===== src/rtl/systolic_feeder.sv =====
// Operand staging and diagonal-skew feeder for an NxN systolic PE array.
// Optional macro FEEDER_KEEP_EN: retain the loaded tile across DONE so start can replay it.
module systolic_feeder #(
   parameter int WIDTH = 8,
   parameter int N     = 2
) (
   input  logic                 clk,
   input  logic                 rst,
   input  logic                 in_valid,
   output logic                 in_ready,
   input  logic [WIDTH-1:0]     in_data,
   input  logic                 start,
   output logic [N*WIDTH-1:0]   a_feed,
   output logic [N*WIDTH-1:0]   b_feed,
   output logic                 pe_clear,
   output logic                 busy,
   output logic                 done
);

   localparam int NN   = N * N;
   localparam int TOT  = 2 * NN;
   localparam int CW   = $clog2(TOT + 1);
   localparam int BW   = $clog2(TOT);
   localparam int SW   = $clog2(3 * N);
   localparam int LAST = 3 * N - 3;

   typedef enum logic [1:0] {
      S_IDLE   = 2'd0,
      S_CLEAR  = 2'd1,
      S_STREAM = 2'd2,
      S_DONE   = 2'd3
   } state_t;

   state_t             r_state;
   logic [CW-1:0]      r_cnt;
   logic [SW-1:0]      r_step;
   logic [WIDTH-1:0]   r_buf [0:(2**BW)-1];

   logic               w_full;
   logic               w_load;
   logic [SW-1:0]      w_nstep;
   logic [N*WIDTH-1:0] w_a_next;
   logic [N*WIDTH-1:0] w_b_next;

   assign w_full   = (r_cnt == CW'(TOT));
   assign in_ready = (r_state == S_IDLE) && (r_cnt < CW'(TOT));
   assign w_load   = in_valid && in_ready;

   // Step whose lanes are registered at the coming edge: 0 while in CLEAR, s+1 while streaming.
   assign w_nstep  = (r_state == S_STREAM) ? (r_step + SW'(1)) : SW'(0);

   // Tile buffer: A occupies words 0..NN-1, B words NN..2NN-1, both row-major.
   always_ff @(posedge clk) begin
      if (w_load) begin
         r_buf[r_cnt[BW-1:0]] <= in_data;
      end
   end

   // Skewed lane selection for step w_nstep; out-of-window and drain lanes are zero.
   always_comb begin
      w_a_next = '0;
      w_b_next = '0;
      for (int i = 0; i < N; i++) begin
         int k;
         k = int'(w_nstep) - i;
         if ((k >= 0) && (k < N)) begin
            w_a_next[i*WIDTH +: WIDTH] = r_buf[BW'(i * N + k)];
            w_b_next[i*WIDTH +: WIDTH] = r_buf[BW'(NN + k * N + i)];
         end else begin
            w_a_next[i*WIDTH +: WIDTH] = '0;
            w_b_next[i*WIDTH +: WIDTH] = '0;
         end
      end
   end

   // Control FSM with registered feeds and status outputs.
   always_ff @(posedge clk) begin
      if (!rst) begin
         r_state  <= S_IDLE;
         r_cnt    <= '0;
         r_step   <= '0;
         a_feed   <= '0;
         b_feed   <= '0;
         pe_clear <= 1'b0;
         busy     <= 1'b0;
         done     <= 1'b0;
      end else begin
         case (r_state)
            S_IDLE: begin
               done <= 1'b0;
               if (w_load) begin
                  r_cnt <= r_cnt + CW'(1);
               end
               // w_full reflects the count before this edge, so a start alongside the last word is dropped.
               if (start && w_full) begin
                  r_state  <= S_CLEAR;
                  pe_clear <= 1'b1;
                  busy     <= 1'b1;
               end
            end
            S_CLEAR: begin
               r_state  <= S_STREAM;
               r_step   <= '0;
               pe_clear <= 1'b0;
               a_feed   <= w_a_next;
               b_feed   <= w_b_next;
            end
            S_STREAM: begin
               if (r_step == SW'(LAST)) begin
                  r_state <= S_DONE;
                  done    <= 1'b1;
                  busy    <= 1'b0;
                  a_feed  <= '0;
                  b_feed  <= '0;
               end else begin
                  r_step  <= r_step + SW'(1);
                  a_feed  <= w_a_next;
                  b_feed  <= w_b_next;
               end
            end
            S_DONE: begin
               r_state <= S_IDLE;
               done    <= 1'b0;
`ifdef FEEDER_KEEP_EN
               r_cnt   <= r_cnt;
`else
               r_cnt   <= '0;
`endif
            end
            default: begin
               r_state  <= S_IDLE;
               r_cnt    <= '0;
               a_feed   <= '0;
               b_feed   <= '0;
               pe_clear <= 1'b0;
               busy     <= 1'b0;
               done     <= 1'b0;
            end
         endcase
      end
   end

endmodule

===== config.mk =====
export PLATFORM = sky130hd
export DESIGN_NAME = systolic_feeder
export DESIGN_NICKNAME = d
export VERILOG_FILES = /design/src/rtl/systolic_feeder.sv
export SDC_FILE = /design/constraint.sdc
export NUM_CORES = 1
export LEC_CHECK = 0
export CAP_MARGIN = 10
export CORE_AREA = 3 3 94 96
export CTS_CLUSTER_DIAMETER = 200
export CTS_CLUSTER_SIZE = 40
export DETAILED_ROUTE_END_ITERATION = 12
export DIE_AREA = 0 0 97 99
export MAX_ROUTING_LAYER = met4
export PLACE_DENSITY_LB_ADDON = 0.3
export SLEW_MARGIN = 20
export SYNTH_ARGS = -nofsm -noshare
export SYNTH_HDL_FRONTEND = slang
export SYNTH_SLANG_ARGS = --single-unit

===== constraint.sdc =====
create_clock -name clk -period 6.4 [get_ports clk]
set_clock_uncertainty 0.2 [all_clocks]
set_input_delay 0.64 -clock clk [delete_from_list [all_inputs] [get_ports clk]]
set_output_delay 0.64 -clock clk [all_outputs]
set_load 0.02 [all_outputs]

==> impl_metrics.toml <==
# flow metrics
[outcome]
run_status = "finished, final reports clean"

[layout]
finalInstanceArea_um2 = 4980
commonest_non_fill_non_tap_cell_in_the_layout = "sky130_fd_sc_hd__edfxtp_1"
insertedDiodeCount = 0
final_layout_size_suffix_gt1_frac = 0.0989
final_core_utilization = 0.612
final_cell_count_no_fill = 469
largest_register_ffs = 64
logic_share_of_the_area = 0.264
top_area_cell_class = "registers"
layout.nets = 381
fill_cells = 646

[routing]
wl_met2_um = 3960
drtIter0Drc = 128
detail-route-antenna-nets = 0
met3_length_um = 482
finalWirelength_um = 8020
via_per_inst = 5.45
first_pass_iters = 4
highest-signal-layer = "met4"

[yosys]
yosys_register_bits = 108
yosys.area.top_type_share = 0.451
synthesis.nets = 337
synth_seq_share = 0.657
yosys.cell_types.count = 40
yosysWarnings = 0
count_of_mapped_cells_out_of_synthesis = 315
netlist_top_cells_count = "64 x sky130_fd_sc_hd__edfxtp_1, 44 x sky130_fd_sc_hd__dfxtp_1, 33 x sky130_fd_sc_hd__mux2i_1"

[power_and_ir_drop]
switchingPower_mw = 0.259
maximum_resistive_drop_on_vdd_mv = 0.143
main_power_group = "sequential cells"
power_report.internal_total_mw = 0.914
pwr.group.combinational_mw = 0.0389
switching_share = 0.221

[die]
placementRows = 33
chipWidth_um = 97
tapcell.inserted = 105
core_region_area_um2 = 8130
die_height_um = 99
design.portCount = 48

[clocking]
post_cts.resized_instances = 0
clock_path_buffers = 2
cts-htree-levels = 3
clock_tree_from_tritoncts = "built"
postCtsSetupBuffers = 0
clkTransAtPathRegs_ns = 0.10
tritoncts.num_buffers = 9

[timing]
worst-slew-pin-transition_ns = 1.10
setup_ws_ns = 3.16
setup_viol = 0
hold_viol_final = 0
rsz0062_at_grt = "false"
finalSetupTns_ns = 0
achievable-frequency_mhz = 308
final_critical_path_share_of_the_clock_period = 0.507

[critical_path]
critPathLaunchType = "register"
crit-reg2reg-launch = "r_state[0]"
crit_chain = "inv_1, ha_1, nand2b_2, ha_1, nand2b_1, o21ai_1, nand4b_4, o31ai_1"
crit_arrival_ns = 3.32
timing.critical_path.buf_inv = 1
setup_slack_of_the_worst_register_to_register_path_ns = 3.16
timing.critical_path.fanout_max = 34
worst-endpoint-required_ns = 6.48

[job]
warnings = 32
max_cap_violations = 0

[placement]
numPlacedInstances = 453
finalWeightedCongestion = 0.730
dpl_worst_slack_ns = 3.17
port_buffers = 47

[global_route]
grt_util_met1 = 0.233
number_of_antenna_violations_at_the_first_check_in_global_routing = 0
met3_usage = 0.0410
globalRouteMet2Util = 0.286

[worst_hold_path]
hold_path_end = "a_feed[2]"
holdCritStartpoint = "a_feed[2]"
==> kinds of logic after synthesis <==
group / after synthesis / share of synthesized area
flops: 108 / 0.657
buf+inv: 33 / 0.0361
fa+ha+maj: 10 / 0.0293
compound gates: 52 / 0.0936
simple gates: 79 / 0.106
mux: 33 / 0.0774
==> worst max-delay path by stage <==
stage               start    endpoint  slack [ns]  cells past startpoint
6_report       r_state[0]   a_feed[9]        3.16                      8
3_3_place_gp   r_state[0]  a_feed[12]        3.27                      8
3_5_place_dp   r_state[0]   a_feed[9]        3.17                      8
2_1_floorplan  r_state[0]  a_feed[15]        3.99                     11
4_1_cts        r_state[0]   a_feed[9]        3.14                      8
5_1_grt        r_state[0]  a_feed[11]        2.88                      8
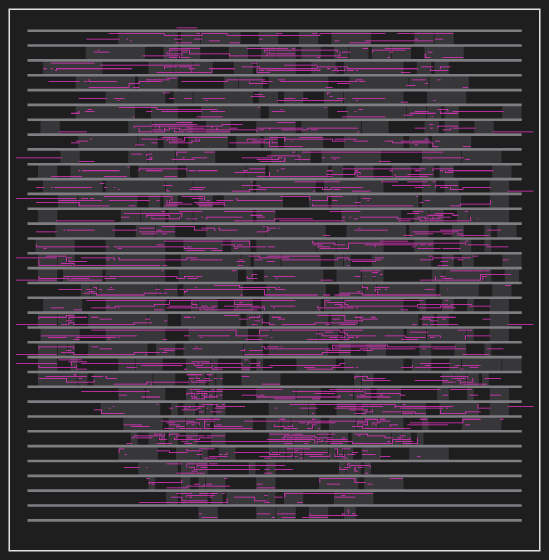
(images/m1.png)
Supply wires on this layer in grey. Cells faint in the background.
longest straight run: 26.5 µm
nets with wire on the layer: 354
share of all routed wire: 44%

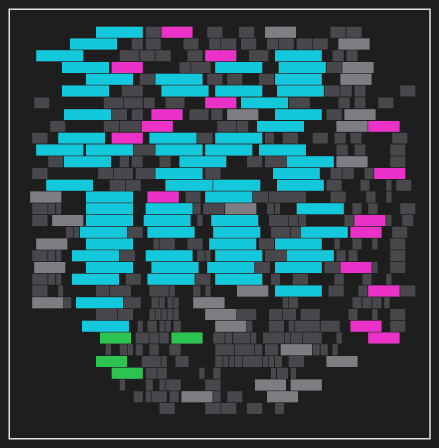
(images/ff_map.png)
Other sequential cells in the stronger grey, the rest of the logic in the fainter grey.
| name in the netlist | colour | flops |
|---|---|---|
| b_feed | magenta | 16 |
| r_buf | cyan | 64 |
| r_cnt | green | 4 |
not coloured: 24

